==> src/rtl/int_ctrl.sv <==
// rtl/int_ctrl.sv - six-line interrupt controller with edge/level modes, enable masking and priority service
// Optional feature macro: INT_CTRL_SYNC_EN adds a 2-flop synchronizer on every irq_in line.
module int_ctrl (
  input  logic        clk,
  input  logic        reset,
  input  logic [5:0]  irq_in,
  input  logic        sel,
  input  logic        we,
  input  logic [1:0]  addr,
  input  logic [31:0] wdata,
  output logic [31:0] rdata,
  input  logic        int_ack,
  output logic [5:0]  HWInt
);

  typedef enum logic {IDLE = 1'b0, SERVICE = 1'b1} state_t;
  localparam logic [2:0] ID_NONE = 3'd7;

  state_t     state;
  logic [2:0] id;
  logic [5:0] mode;
  logic [5:0] enable;
  logic [5:0] pending;
  logic [5:0] prev;
  logic [5:0] s;

`ifdef INT_CTRL_SYNC_EN
  logic [5:0] sync_q1;
  logic [5:0] sync_q2;

  // two-stage synchronizer for the asynchronous device lines
  always_ff @(posedge clk or posedge reset) begin
    if (reset) begin
      sync_q1 <= '0;
      sync_q2 <= '0;
    end else begin
      sync_q1 <= irq_in;
      sync_q2 <= sync_q1;
    end
  end
  assign s = sync_q2;
`else
  assign s = irq_in;
`endif

  logic       wr;
  logic       wr_mode;
  logic       wr_enable;
  logic       wr_pending;
  logic       eoi;
  logic       ack_take;
  logic [2:0] ack_id;
  logic [5:0] ack_onehot;
  logic [5:0] service_mask;
  logic [5:0] clr;
  logic [5:0] rise;
  logic [5:0] pending_next;
  logic       unused_wdata;

  assign wr         = sel & we;
  assign wr_mode    = wr & (addr == 2'd0);
  assign wr_enable  = wr & (addr == 2'd1);
  assign wr_pending = wr & (addr == 2'd2);
  assign eoi        = wr & (addr == 2'd3) & (state == SERVICE);
  assign unused_wdata = ^wdata[31:6];

  // while servicing, only lines of strictly higher priority (lower index) may interrupt
  always_comb begin
    service_mask = 6'h3F;
    if (state == SERVICE) begin
      for (int i = 0; i < 6; i++) begin
        service_mask[i] = (3'(i) < id);
      end
    end
  end

  assign HWInt = pending & enable & service_mask;

  // priority pick: lowest set index wins
  always_comb begin
    ack_id     = 3'd0;
    ack_onehot = '0;
    for (int i = 5; i >= 0; i--) begin
      if (HWInt[i]) begin
        ack_id        = 3'(i);
        ack_onehot    = '0;
        ack_onehot[i] = 1'b1;
      end
    end
  end

  assign ack_take = int_ack & (state == IDLE) & (|HWInt);

  // edge lines latch rises (a rise beats any clear), level lines mirror the sampled line
  always_comb begin
    clr          = ({6{wr_pending}} & wdata[5:0]) | (ack_take ? ack_onehot : 6'b0);
    rise         = s & ~prev;
    pending_next = (mode & (rise | (pending & ~clr))) | (~mode & s);
  end

  // configuration registers, edge history and pending capture
  always_ff @(posedge clk or posedge reset) begin
    if (reset) begin
      mode    <= '0;
      enable  <= '0;
      pending <= '0;
      prev    <= '0;
    end else begin
      if (wr_mode)   mode   <= wdata[5:0];
      if (wr_enable) enable <= wdata[5:0];
      pending <= pending_next;
      prev    <= s;
    end
  end

  // service state machine: ack enters SERVICE, EOI returns to IDLE; no nesting
  always_ff @(posedge clk or posedge reset) begin
    if (reset) begin
      state <= IDLE;
      id    <= ID_NONE;
    end else begin
      case (state)
        IDLE: begin
          if (ack_take) begin
            state <= SERVICE;
            id    <= ack_id;
          end
        end
        SERVICE: begin
          if (eoi) begin
            state <= IDLE;
            id    <= ID_NONE;
          end
        end
        default: begin
          state <= IDLE;
          id    <= ID_NONE;
        end
      endcase
    end
  end

  // register read mux, unused bits read as zero
  always_comb begin
    rdata = '0;
    case (addr)
      2'd0: rdata = {26'b0, mode};
      2'd1: rdata = {26'b0, enable};
      2'd2: rdata = {26'b0, pending};
      2'd3: rdata = {28'b0, (state == SERVICE), id};
      default: rdata = '0;
    endcase
  end

endmodule

==> config.mk <==
export PLATFORM = sky130hd
export DESIGN_NAME = int_ctrl
export DESIGN_NICKNAME = d
export VERILOG_FILES = /design/src/rtl/int_ctrl.sv
export SDC_FILE = /design/constraint.sdc
export NUM_CORES = 1
export LEC_CHECK = 0
export ABC_AREA = 0
export CAP_MARGIN = 20
export CORE_MARGIN = 2
export CORE_UTILIZATION = 34
export DETAILED_ROUTE_END_ITERATION = 7
export PLACE_DENSITY_LB_ADDON = 0.3
export SYNTH_ARGS = -nofsm -noshare
export SYNTH_HDL_FRONTEND = slang
export SYNTH_SLANG_ARGS = --single-unit
==> constraint.sdc <==
create_clock -name clk -period 3.34 [get_ports clk]
set_input_delay 1.002 -clock clk [delete_from_list [all_inputs] [get_ports clk]]
set_output_delay 1.002 -clock clk [all_outputs]
set_load 0.03 [all_outputs]
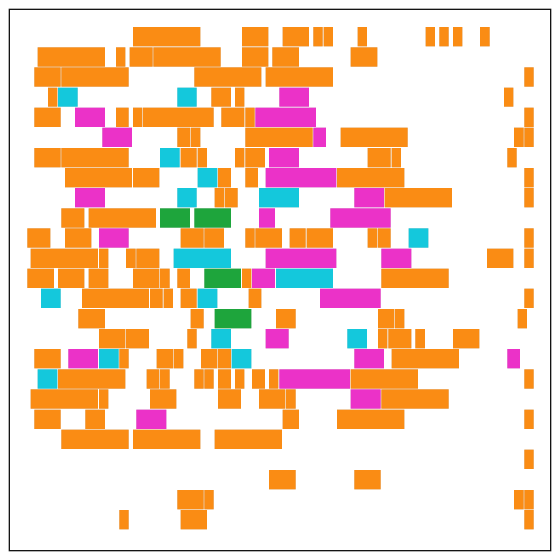
Figure 1: cell sizes after repair.
colour	size	cells	share	most used
cyan	_3 and _4 cells	16	8.4%	buf_4
orange	_0 and _1 cells	147	77%	conb_1
magenta	_2 cells	23	12%	mux2_2
green	_6 and larger	4	2.1%	clkbuf_8

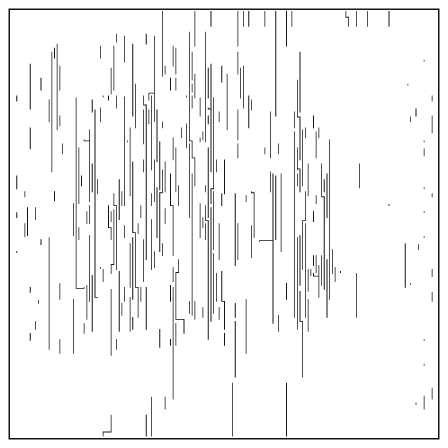
Figure 2: met2 routing.
main direction	vertical
nets with wire on the layer	182
longest straight run	32.5 um

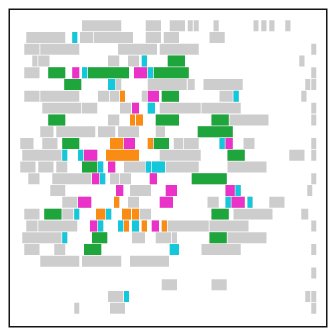
Figure 3: selected gate families.
colour	family	cells	most used
cyan	nand cells	25	nand2_1
magenta	aoi and oai cells	18	a21oi_1
green	mux cells	20	mux2_2
orange	nor cells	13	nor2_1

-- through the flow --
step / util [%] / hold WS (ns) / cells / setup WS, ns / total power, uW
after floorplan: - / 0.4850 / 175 / 0.1372 / 886.3
after global placement: 41.50 / 0.4961 / 239 / -0.4790 / 1029
after detailed placement: 41.50 / 0.5194 / 239 / -0.4946 / 1035
after CTS: 42.34 / 0.5419 / 244 / 0.2019 / 1215
after global routing: 42.34 / 0.5545 / 244 / 0.08639 / 1285
final: 42.34 / 0.5355 / 244 / 0.1939 / 1197
-- synth_stat cells, types with 3 or more instances --
cell type and instances:
dfrtp_1 25, mux2_2 12, nand3_1 3, nor2_1 7, mux4_2 3, dfstp_2 3
nand2_1 20, mux2i_1 3, a21oi_1 6, buf_4 26, o21ai_0 3, a221oi_1 3
a21o_1 3, inv_1 3
-- area by class of cell --
class / count / area share (%)
well taps: 54 / 3.424
repair buffers: 40 / 18.07
inverters: 3 / 0.5707
clock buffers: 4 / 2.283
multi-input cells: 115 / 39.95
flip-flops and latches: 28 / 35.70
-- routing by layer --
| layer | vias to the layer above | GRT usage [%] | share of wire (%) | wire length [um] |
|---|---|---|---|---|
| met5 | - | 0 | 0 | 0 |
| li1 | 567 | - | - | - |
| met3 | 2 | 2.348 | 4.8 | 158 |
| met4 | 0 | 2.469 | 0.45 | 15 |
| met2 | 43 | 22.52 | 47 | 1563 |
| met1 | 562 | 19.10 | 47 | 1569 |
-- kinds of logic (layout without fill, tap and decap cells) --
family,count (synthesis),after routing,synth area share (%)
AOI/OAI and AO/OA,27,27,12.84
buffers and inverters,32,47,13.53
DFF,28,28,43.54
muxes,20,20,16.94
other,1,26,0.2318
and+or+nand+nor,42,42,12.92
-- final timing paths --
| check | from | end | slack [ns] | cells after the start |
|---|---|---|---|---|
| hold / removal | enable[3] | enable[3] | 0.54 | 1 |
| setup reg to reg | state | pending[4] | 1.35 | 6 |
| hold reg to reg | enable[3] | enable[3] | 0.54 | 1 |
| max in group asynchronous | reset | id[1] | 1.94 | 3 |
| setup / recovery | addr[1] | rdata[5] | 0.19 | 6 |
| min in group asynchronous | reset | prev[3] | 1.08 | 3 |
-- flip-flops by register name, summed over array words and instances, names as in the netlist --
register	cells
state	1
id	3
mode	6
prev	6
enable	6
pending	6
-- power by group through the flow --
| stage | Sequential, uW | Combinational, uW | Clock, uW |
|---|---|---|---|
| final | 508 | 506 | 183 |
| after global routing | 523 | 553 | 209 |
| after CTS | 509 | 511 | 195 |
| after detailed placement | 516 | 519 | 0 |
| after global placement | 513 | 516 | 0 |
| after floorplan | 487 | 400 | 0 |
-- what timing repair did --
item | 4_1_cts | 5_1_grt
buffers inserted | 1 | 0
endpoints found under the hold margin | 0 | 0
endpoints found under the setup margin | 6 | 0
resized | 25 | 0
==> impl_metrics.json <==
{
  "status": "completed",
  "slew_violations": 0,
  "critPathMaxFanout": 6,
  "min_path_type": "reg2reg",
  "switching_share_pct": 38.37,
  "pwr-share-comb_pct": 42.3,
  "synthToLayoutAreaGrowth_pct": 21.96,
  "die-area_um2": 5326,
  "grt_pass1_vias": 1161,
  "layout_top_cell": "conb_1",
  "grtUsageTotal_pct": 13.68,
  "rows": 25,
  "flop_cell": "dfrtp_1",
  "antenna_found_initial": 0,
  "place_congestion": 0.7712,
  "p_int_uw": 737.8,
  "first_pass_iters": 4,
  "clock_sinks": 28,
  "fp_util_pct": 34.71,
  "insertion_delay_ns": 0.26,
  "setup_viol": 0,
  "seqPwrFrac_pct": 42.4,
  "route.detailed.drc": 0,
  "synthCells": 150,
  "yosys_warnings": 0,
  "cp_slowest_cell": "dlygate4sd2_1",
  "numSynthFlops": 28,
  "grt_pass1_wl_um": 5664,
  "wl_um": 3307,
  "edf_count": 0,
  "first_iter_violations": 41,
  "diodes": 0,
  "fin_area_um2": 1973,
  "skew_ns": 0.002086,
  "arrival_ns": 2.14
}
Power figures rest on the tool's default switching activity, not on a simulated workload.
